`src/rtl/shapool_ctrl.sv`:
```
`default_nettype none
// ============================================================================
// Module      : shapool_ctrl
// Description : Job-control FSM for the SHA pool (IDLE/LOAD/EXEC/DONE) driven
//               by the global and daisy SPI chip selects.
// Revision    : 1.0 - initial release
// ============================================================================
module shapool_ctrl #(
    parameter int LED_DIV_LOG2 = 22
) (
    input  logic       clk_in,
    input  logic       reset_in,
    input  logic       cs0_n_sync_in,
    input  logic       cs1_n_sync_in,
    input  logic       pool_success_in,
    input  logic       pool_exhausted_in,
    output logic       core_reset_out,
    output logic       core_enable_out,
    output logic       result_capture_out,
    output logic       ready_out,
    output logic       status_led_n_out,
    output logic [1:0] state_out
);

    typedef enum logic [1:0] {
        S_IDLE = 2'd0,
        S_LOAD = 2'd1,
        S_EXEC = 2'd2,
        S_DONE = 2'd3
    } state_t;

    localparam logic [LED_DIV_LOG2-1:0] c_blink_one = LED_DIV_LOG2'(1);

    state_t                  r_state;
    logic                    r_success;
    logic [LED_DIV_LOG2-1:0] r_blink;
    logic                    r_cs0_prev;
    logic                    r_cs1_prev;

    state_t                  w_state_next;
    logic                    w_success_next;
    logic                    w_capture_next;
    logic [LED_DIV_LOG2-1:0] w_blink_next;
    logic                    w_led_n_next;
    logic                    w_cs0_fall;
    logic                    w_cs0_rise;
    logic                    w_cs1_rise;

    assign w_cs0_fall = r_cs0_prev & ~cs0_n_sync_in;
    assign w_cs0_rise = ~r_cs0_prev & cs0_n_sync_in;
    assign w_cs1_rise = ~r_cs1_prev & cs1_n_sync_in;

    always_comb begin
        w_state_next   = r_state;
        w_success_next = r_success;
        w_capture_next = 1'b0;
        case (r_state)
            S_IDLE: if (w_cs0_fall) w_state_next = S_LOAD;
            S_LOAD: if (w_cs0_rise) w_state_next = S_EXEC;
            S_EXEC: begin
                // Preemption by a new job beats any pool result this cycle.
                if (w_cs0_fall) begin
                    w_state_next = S_LOAD;
                end else if (pool_success_in) begin
                    w_state_next   = S_DONE;
                    w_success_next = 1'b1;
                    w_capture_next = 1'b1;
                end else if (pool_exhausted_in) begin
                    w_state_next   = S_DONE;
                    w_success_next = 1'b0;
                    w_capture_next = 1'b1;
                end
            end
            S_DONE: begin
                if (w_cs0_fall)      w_state_next = S_LOAD;
                else if (w_cs1_rise) w_state_next = S_IDLE;
            end
            default: w_state_next = S_IDLE;
        endcase
        if ((w_state_next == S_IDLE) || (w_state_next == S_LOAD)) begin
            w_success_next = 1'b0;
        end
    end

    always_comb begin
        w_blink_next = '0;
        if (w_state_next == S_EXEC && r_state == S_EXEC) begin
            w_blink_next = r_blink + c_blink_one;
        end
    end

    // LED is computed from next-state values so it lines up with state_out.
    always_comb begin
        w_led_n_next = 1'b1;
        case (w_state_next)
            S_IDLE:  w_led_n_next = 1'b1;
            S_LOAD:  w_led_n_next = 1'b0;
            S_EXEC:  w_led_n_next = ~w_blink_next[LED_DIV_LOG2-1];
            S_DONE:  w_led_n_next = ~w_success_next;
            default: w_led_n_next = 1'b1;
        endcase
    end

    always_ff @(posedge clk_in) begin
        if (reset_in) begin
            r_state            <= S_IDLE;
            r_success          <= 1'b0;
            r_blink            <= '0;
            r_cs0_prev         <= 1'b1;
            r_cs1_prev         <= 1'b1;
            core_reset_out     <= 1'b1;
            core_enable_out    <= 1'b0;
            result_capture_out <= 1'b0;
            ready_out          <= 1'b0;
            status_led_n_out   <= 1'b1;
            state_out          <= 2'd0;
        end else begin
            r_state            <= w_state_next;
            r_success          <= w_success_next;
            r_blink            <= w_blink_next;
            r_cs0_prev         <= cs0_n_sync_in;
            r_cs1_prev         <= cs1_n_sync_in;
            core_reset_out     <= (w_state_next == S_IDLE) || (w_state_next == S_LOAD);
            core_enable_out    <= (w_state_next == S_EXEC);
            result_capture_out <= w_capture_next;
            ready_out          <= w_success_next;
            status_led_n_out   <= w_led_n_next;
            state_out          <= w_state_next;
        end
    end

endmodule
`default_nettype wire

```
`config.mk`:
```
export PLATFORM = sky130hd
export DESIGN_NAME = shapool_ctrl
export DESIGN_NICKNAME = d
export VERILOG_FILES = /design/src/rtl/shapool_ctrl.sv
export SDC_FILE = /design/constraint.sdc
export NUM_CORES = 1
export LEC_CHECK = 0
export CORE_MARGIN = 2
export CORE_UTILIZATION = 55
export CTS_CLUSTER_SIZE = 12
export DETAILED_ROUTE_END_ITERATION = 8
export DONT_BUFFER_PORTS = 1
export PLACE_DENSITY = 0.76
export SLEW_MARGIN = 20
export SYNTH_ARGS = -nofsm -noshare
export SYNTH_HDL_FRONTEND = slang
export SYNTH_SLANG_ARGS = --single-unit
```
`constraint.sdc`:
```
create_clock -name clk_in -period 1.74 [get_ports clk_in]
set_input_delay 0.261 -clock clk_in [delete_from_list [all_inputs] [get_ports clk_in]]
set_output_delay 0.261 -clock clk_in [all_outputs]
set_load 0.02 [all_outputs]
```
==> flow_summary.json <==
{
  "path_delay_family": "simple AND/OR/NAND/NOR gates",
  "largestRegisters": "r_blink x22, r_state x2",
  "wl_per_cell_microns": 12.4,
  "cts_num_sinks": 31,
  "hpwlAfterDp_mm": 1.56,
  "timing.critical_path.cells": "nand3_2 -> nor3_4 -> nand4_1 -> xor2_1 -> o21a_1",
  "slew_viol_final": 0,
  "ys_seq_share": 0.477,
  "syn_area_sq_um": 1300,
  "met2_usage": 0.298,
  "drive_gt1_frac": 0.113,
  "regToRegSetupSlack_ns": 0.18,
  "synth.distinct_cells": 31,
  "synth-xor-area-share": 0.135,
  "wirelength_mm": 2.20,
  "tns_ns": 0,
  "tightestPinTransition_ns": 0.365,
  "synthCells": 140,
  "grt_pass1_vias": 867,
  "relSlewSlack": 0.755,
  "synth-seq-cells": 31,
  "min_to": "r_cs0_prev",
  "grt_overflow": 0,
  "met3_length_microns": 93,
  "clk_latency_ns": 0.32,
  "rows": 17,
  "worstPathMaxFanout": 6,
  "maxCapViolations": 0,
  "numCtsBuffers": 5,
  "vdd_drop_max_uv": 774,
  "finalInstanceArea_sq_um": 1410,
  "num_io_pins": 13,
  "hold_start": "reset_in",
  "syn_avg_cell_area_sq_um": 9.29,
  "dp_slack_ns": 0.210,
  "timing.rr.end": "status_led_n_out",
  "hold_violations": 0,
  "ys_cells": 140,
  "fill_cells": 208,
  "area_growth_syn_to_layout_pct": 7.98,
  "worstReg2RegStart": "r_blink[2]",
  "leakagePower_uw": 0.000483,
  "grt_pass1_wl_mm": 3.79,
  "use_met1": 0.235,
  "post_cts_buffers": 0,
  "dieWidth_microns": 52.6,
  "setup_ws_ns": 0.176,
  "synthFlopType": "dfxtp_1",
  "grt_max_degree": 23,
  "m1WireLength_mm": 1.00,
  "yosysWarnings": 0,
  "place_area_sq_um": 1330,
  "fp_util": 0.583,
  "cts-root-buf": "clkbuf_4",
  "cts_resized": 0,
  "rsz0062_at_grt": "false",
  "total_power_uw": 1160,
  "period_needed_ns": 1.56,
  "final_antenna_net_count": 0,
  "setup_violations": 0,
  "antenna_found_initial": 0,
  "ys_chip_area_sq_um": 1300,
  "top_usage_layer": "met2",
  "topCellsByArea": "dfxtp_1 48%, xor2_1 10%, nor2_1 8.4%",
  "drc": 0,
  "fin_nets": 156,
  "grt_usage": 0.192,
  "num_antenna_cells": 0,
  "cp.arrival_ns": 1.79,
  "outcome": "complete, no violations",
  "ys_sh_mux": 0,
  "fmax_mhz": 639,
  "dr.pass1.iters": 4,
  "cts_hold_buf": 1,
  "reg2reg_depth": 5,
  "cpMaxStageDelayCell": "dfxtp_1",
  "whs_path_depth": 1,
  "adder_share": 0.00962,
  "clk_path_buf_depth": 2,
  "skew_ns": 0.00999,
  "power_density_nw_per_um2": 823,
  "drt_iter0_drc": 23,
  "clkTransAtPathRegs_ns": 0.10,
  "cp-end-kind": "flip-flop",
  "path_class": "flip-flop to flip-flop",
  "yosys-top-cells-count": "31 x dfxtp_1, 29 x nor2_1, 15 x xor2_1",
  "yosysTopAreaCell": "dfxtp_1",
  "synth_top_cell_by_count": "dfxtp_1",
  "path_depth": 5,
  "core_area_sq_um": 2230,
  "critPathLaunchType": "flip-flop",
  "wl_met2_mm": 1.07
}
[final cells by class]
| class | count | area [sq um] | area share |
|---|---|---|---|
| Multi-Input combinational cell | 103 | 642 | 0.457 |
| Sequential cell | 31 | 621 | 0.442 |
| Timing Repair Buffer | 5 | 42.5 | 0.0303 |
| Clock buffer | 6 | 41.3 | 0.0294 |
| Tap cell | 28 | 35.0 | 0.0249 |
| Clock inverter | 2 | 12.5 | 0.00890 |
| Inverter | 3 | 11.3 | 0.00801 |
[where the power goes]
part / internal [uW] / total (uW) / switching, uW
registers: 717 / 724 / 7.89
clock network: 156 / 397 / 241
logic: 16.0 / 34.8 / 18.7
total: 888 / 1160 / 268
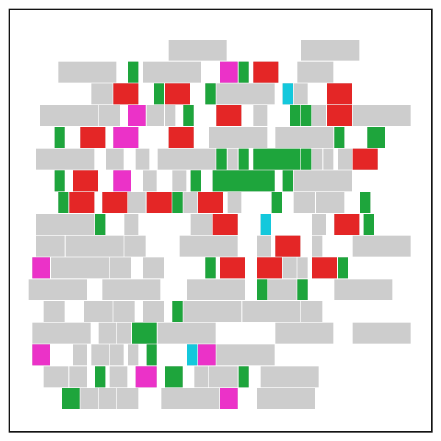
*Selected gate families*
Drawn at 8 px/micron.
[inv cells] cyan | cells: 3
[xor and xnor cells] red | cells: 20
[nor cells] green | cells: 35 | where: spread over the die
[and/or cells] magenta | cells: 9
combinational share of cell area: 0.457
most numerous logic cell after layout: dfxtp_1
fin cells: 178

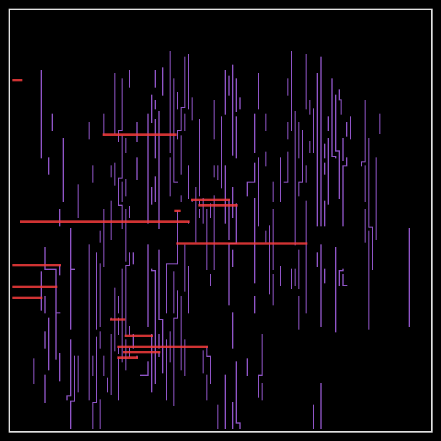
*Metal layers overlaid*
Drawn at 8 px/micron. Only two layers are drawn.
[M2] purple | wire length: 1070 microns
[M3] red | wire length: 93.4 microns

Power figures rest on the tool's default switching activity, not on a simulated workload.
